**src/rtl/bus_alu_seq.sv**
```systemverilog
// Sequential 2-bit ALU that reads operands A and B in turn from a shared 3-state bus.
// It then holds the registered result until downstream accepts it. Define BUS_ALU_OPCNT_EN to add the op_count output.
module bus_alu_seq (
  input  logic       clk,
  input  logic       reset,
  input  logic       start,
  input  logic [1:0] op,
  input  logic [1:0] bus_in,
  output logic       oe_a_n,
  output logic       oe_b_n,
  output logic [1:0] result,
  output logic       carry,
  output logic       zero,
  output logic       busy,
  output logic       res_valid,
  input  logic       res_ready
`ifdef BUS_ALU_OPCNT_EN
  ,
  output logic [7:0] op_count
`endif
);

  typedef enum logic [2:0] {
    IDLE = 3'd0,
    RD_A = 3'd1,
    RD_B = 3'd2,
    EXEC = 3'd3,
    HOLD = 3'd4
  } state_t;

  state_t     state;
  state_t     state_next;
  logic [1:0] a_reg;
  logic [1:0] b_reg;
  logic [1:0] op_reg;
  logic [2:0] alu_sum;
  logic [1:0] alu_res;
  logic       alu_carry;

  always_ff @(posedge clk) begin
    if (reset) begin
      state <= IDLE;
    end else begin
      state <= state_next;
    end
  end

  // The bus enables are decoded from the state, so only one register can ever drive bus_in at a time.
  always_comb begin
    state_next = state;
    oe_a_n     = 1'b1;
    oe_b_n     = 1'b1;
    busy       = 1'b1;
    res_valid  = 1'b0;
    case (state)
      IDLE: begin
        busy = 1'b0;
        if (start) state_next = RD_A;
      end
      RD_A: begin
        oe_a_n     = 1'b0;
        state_next = RD_B;
      end
      RD_B: begin
        oe_b_n     = 1'b0;
        state_next = EXEC;
      end
      EXEC: state_next = HOLD;
      HOLD: begin
        res_valid = 1'b1;
        if (res_ready) state_next = IDLE;
      end
      default: state_next = IDLE;
    endcase
  end

  always_comb begin
    alu_sum   = {1'b0, a_reg} + {1'b0, b_reg};
    alu_res   = 2'b00;
    alu_carry = 1'b0;
    case (op_reg)
      2'b00: begin
        alu_res   = alu_sum[1:0];
        alu_carry = alu_sum[2];
      end
      2'b01: begin
        alu_res   = a_reg - b_reg;
        alu_carry = (a_reg < b_reg);
      end
      2'b10: alu_res = a_reg & b_reg;
      default: alu_res = a_reg ^ b_reg;
    endcase
  end

  // Outputs only change at the end of EXEC, so they stay put through HOLD and the following IDLE.
  always_ff @(posedge clk) begin
    if (reset) begin
      a_reg  <= 2'b00;
      b_reg  <= 2'b00;
      op_reg <= 2'b00;
      result <= 2'b00;
      carry  <= 1'b0;
      zero   <= 1'b1;
    end else begin
      case (state)
        IDLE: if (start) op_reg <= op;
        RD_A: a_reg <= bus_in;
        RD_B: b_reg <= bus_in;
        EXEC: begin
          result <= alu_res;
          carry  <= alu_carry;
          zero   <= (alu_res == 2'b00);
        end
        default: ;
      endcase
    end
  end

`ifdef BUS_ALU_OPCNT_EN
  always_ff @(posedge clk) begin
    if (reset) begin
      op_count <= 8'd0;
    end else if (state == HOLD && res_ready && op_count != 8'hFF) begin
      op_count <= op_count + 8'd1;
    end
  end
`endif

endmodule
```
**config.mk**
```make
export PLATFORM = sky130hd
export DESIGN_NAME = bus_alu_seq
export DESIGN_NICKNAME = d
export VERILOG_FILES = /design/src/rtl/bus_alu_seq.sv
export SDC_FILE = /design/constraint.sdc
export NUM_CORES = 1
export LEC_CHECK = 0
export ABC_AREA = 1
export CORE_MARGIN = 2
export CORE_UTILIZATION = 25
export DETAILED_ROUTE_END_ITERATION = 8
export GPL_ROUTABILITY_DRIVEN = 0
export PLACE_DENSITY = 0.44
export SYNTH_ARGS = -nofsm -noshare
export SYNTH_HDL_FRONTEND = slang
export SYNTH_SLANG_ARGS = --single-unit
```
**constraint.sdc**
```tcl
create_clock -name clk -period 1.8 [get_ports clk]
set_input_delay 0.18 -clock clk [delete_from_list [all_inputs] [get_ports clk]]
set_output_delay 0.18 -clock clk [all_outputs]
set_load 0.03 [all_outputs]
```
Where the registers sit:
Bar = 20 um. Other sequential cells in the stronger gray, the rest of the logic in the fainter gray.
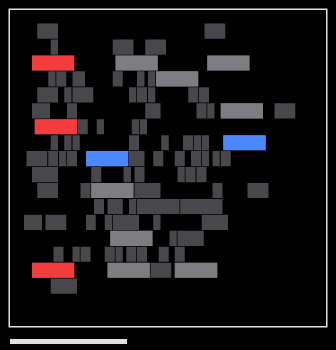
- red: `state` (flops 3)
- blue: `op_reg` (flops 2)
power dissipated in sequential cells: 0.000347 W
FF+latch area: 260 um^2
final core utilization: 34.8%

Wiring heat map:
Bar = 20 um. 11 x 11 tiles, from dark blue (low) to red (high), scaled to the fullest tile. Values are wire area over tile area, all layers added.
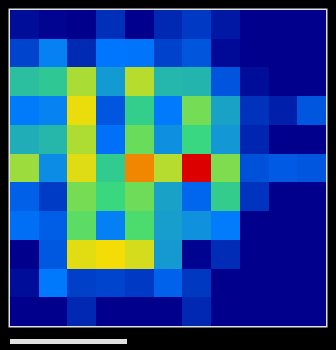
- densest ninth of the die: center
- emptiest ninth of the die: south-east
- fullest tile: 0.33
- mean over tiles: 0.074
vias post-DR: 559
total length of routed wires: 1360 um

Met1 routing:
Bar = 20 um.
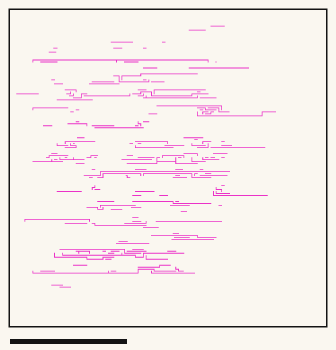
- nets with wire on the layer: 92
- wire length on this layer: 650 um
- longest straight run: 29.9 um
- main direction: horizontal
met1 Use GR: 13.7%

Clock routing:
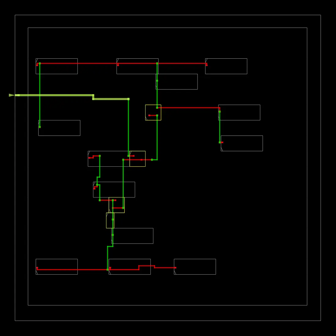
Inserted Clock Buffers: 3
clock group total power: 0.000179 W
total of clock buffers placed in the layout: 4
final worst clock skew: 3.35 ps
num sequential: 13

I/O pins on the die edge:
Bar = 20 um. Pins as bars across the die edge, other pins in gray.
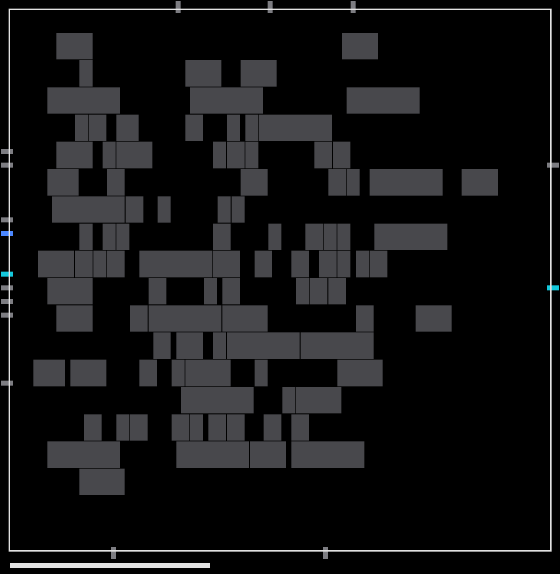
- cyan: `op` (pins 2; direction input; edge 1 west, 1 east)
- blue: `res_valid` (pins 1; direction output; edge west)
chip height: 53.9 um
die width: 53.9 um

==> run notes <==
The flow ran to the end, and the final reports show no timing, DRC or antenna violations. Data on the critical path arrives at its endpoint at 1430 ps. In the final layout, the share of cells above drive strength 1 is 6.12%.

The final antenna diode tally reported by the flow is 0. The first global-routing pass estimated 2280 um of wire. Looking at the critical path, the single cell with the biggest stage delay is sky130_fd_sc_hd__dlygate4sd2_1. The number of clock sinks came to 13. Counting I/O delays and the setup requirement, the final critical path takes 1610 ps.

Actual transition at the worst max-transition pin: 315 ps. Top logic cell family in the synthesized netlist: simple AND/OR/NAND/NOR gates. At the placement stage, the worst setup path has a slack of 183 ps. The buffer_ports step reported a buffer count of 15. For this sky-water flow run, the detailed-routed wirelength per cell is reported as 10.6 um. The final timing summary puts the cycle share of the worst path at 89.6%. Per the timing report, the biggest fanout along the worst path comes to 6.

The flow reports an fmax of 620 MHz. The portion of synthesized cell area occupied by the leading cell type was 41.8%. The report lists the cells along the critical path as inv_1 -> nand3_1 -> dlygate4sd2_1.

With the cell count after synthesis at 79, the synthesized flop and latch total is 13. The report puts the hold buffer count at CTS at 0. The report lists the number of standard-cell rows as 18. The run gives 336 uV as the peak ir drop on the vdd network.

With the final hold slack at 492 ps, the maximum clock path buffer count is 2. The number of resized instances in the post-cts repair step was 2; the max-capacitance violation count was 0. The power report puts the leakage power at 0.363 nW. Dividing the detail-routed via count by the number of cells gives 4.37. The tools report the number of setup violations in the final report as 0. The number of warnings in the stage logs is 29. According to the finish report, the design has a final net count of 113. Summing the areas of all xor and xnor instances in the mapped netlist gives 0% of the synthesized area.

The insertion delay of the later-clocked pin in the worst-skew pair was 270 ps; the share of synthesized cell area in full adder, half adder and majority cells was 14.5%. The via count of the first global-routing pass was 540; the total cells reported by yosys after synthesis was 79. The total power density per cell area is 856 nW/um^2, and the largest net degree at the start of global routing is 10. The number of cells on the worst reg-to-reg path was 8.

The run gives 41.8% as the part of the Yosys area used for sequential elements. Across every metal layer, demand over resource in global routing totals 11.3%. Of all flip-flops after synthesis, the portion carrying an async set or reset was 0%. The worst pin sits at a relative slew slack of 79.0%.

In this run the critical register-to-register path is launched from a_reg[0]. In this run the worst setup path begins at state[1]. The primary flip-flop cell chosen by synthesis mapping was sky130_fd_sc_hd__dfxtp_1. The capture point of the worst register-to-register path is recorded as result[1].

At floorplan, the net count of the design was reported as 93. TritonCTS built the clock tree. With the multiplexer share of the synthesized area at 0%, the mean cell area of the mapped netlist is 7.89 um^2.

The worst register-to-register path has a setup slack of 290 ps. In the placement report, post-DP HPWL is listed as 1070 um. In the setup report, the worst path falls into the class register to primary output. The main area contributors are sky130_fd_sc_hd__dfxtp_1 (42%), sky130_fd_sc_hd__a21oi_1 (9.6%), sky130_fd_sc_hd__ha_1 (8.0%). state holds more flip-flops than any other register.

The total area inside the core boundary comes to 2410 um^2. The number of flops mapped to enable cells by yosys was 0; the final-layout setup total negative slack was 0 ps.
==> worst max-delay path, delay by kind of cell (launching register included) <==
family                 cells  cell delay, ps
AND/OR/NAND/NOR            1             210
flip-flops                 1             420
buffers and inverters      2             530
==> cell usage in the layout (no fill, tap or decap), types with 2 or more instances in the layout <==
cell                               n
sky130_fd_sc_hd__fa_1              2
sky130_fd_sc_hd__clkdlybuf4s50_1  11
sky130_fd_sc_hd__a21oi_1          12
sky130_fd_sc_hd__dlymetal6s2s_1    2
sky130_fd_sc_hd__nor2_1            5
sky130_fd_sc_hd__clkbuf_4          3
sky130_fd_sc_hd__inv_1            10
sky130_fd_sc_hd__ha_1              4
sky130_fd_sc_hd__nand2_1          11
sky130_fd_sc_hd__dfxtp_1          13
sky130_fd_sc_hd__o21ai_0          10
sky130_fd_sc_hd__dlygate4sd2_1     2
sky130_fd_sc_hd__nand3_1           8
==> logic make-up after synthesis <==
family / count (synthesis)
and+or+nand+nor: 27
DFF: 13
adders and majority gates: 6
buffers and inverters: 11
AOI/OAI and AO/OA: 22
==> stage by stage <==
stage / std cells / total power (W)
after global routing: 128 / 0.000772
after detailed placement: 124 / 0.000552
after floorplan: 79 / 0.000472
after CTS: 128 / 0.000730
final: 128 / 0.000718
after global placement: 124 / 0.000554
==> routing by layer <==
| metal | GRT usage [%] | vias up | routed length, um | part of all wire, % |
|---|---|---|---|---|
| met4 | 5.13 | 0 | 0 | 0 |
| met5 | 0 | - | 0 | 0 |
| li1 | - | 298 | - | - |
| met2 | 18.1 | 15 | 632 | 46 |
| met3 | 3.61 | 0 | 80 | 5.9 |
| met1 | 13.7 | 246 | 649 | 48 |
==> cell type report <==
| cell class | count | area (um^2) |
|---|---|---|
| fill | 266 | 1570 |
| multi-input combinational | 55 | 322 |
| sequential | 13 | 260 |
| timing repair buffer | 15 | 153 |
| inverter | 11 | 41.3 |
| tap | 30 | 37.5 |
| clock buffer | 4 | 26.3 |
==> power by group <==
part	switching (W)	internal, W	leakage [nW]
Combinational	0.000115	0.0000777	0.242
Clock	0.0000933	0.0000858	0.0150
Sequential	0.0000311	0.000316	0.106
Total	0.000239	0.000479	0.363
==> worst min path at each step <==
stage,startpoint,endpoint,slack (ps),cells past startpoint
2_1_floorplan,reset,b_reg[0],250,1
3_3_place_gp,a_reg[0],a_reg[0],470,2
3_5_place_dp,zero,zero,470,2
4_1_cts,a_reg[0],a_reg[0],490,2
5_1_grt,bus_in[0],b_reg[0],520,3
6_report,a_reg[0],a_reg[0],490,2
Power and IR drop assume default switching activity.
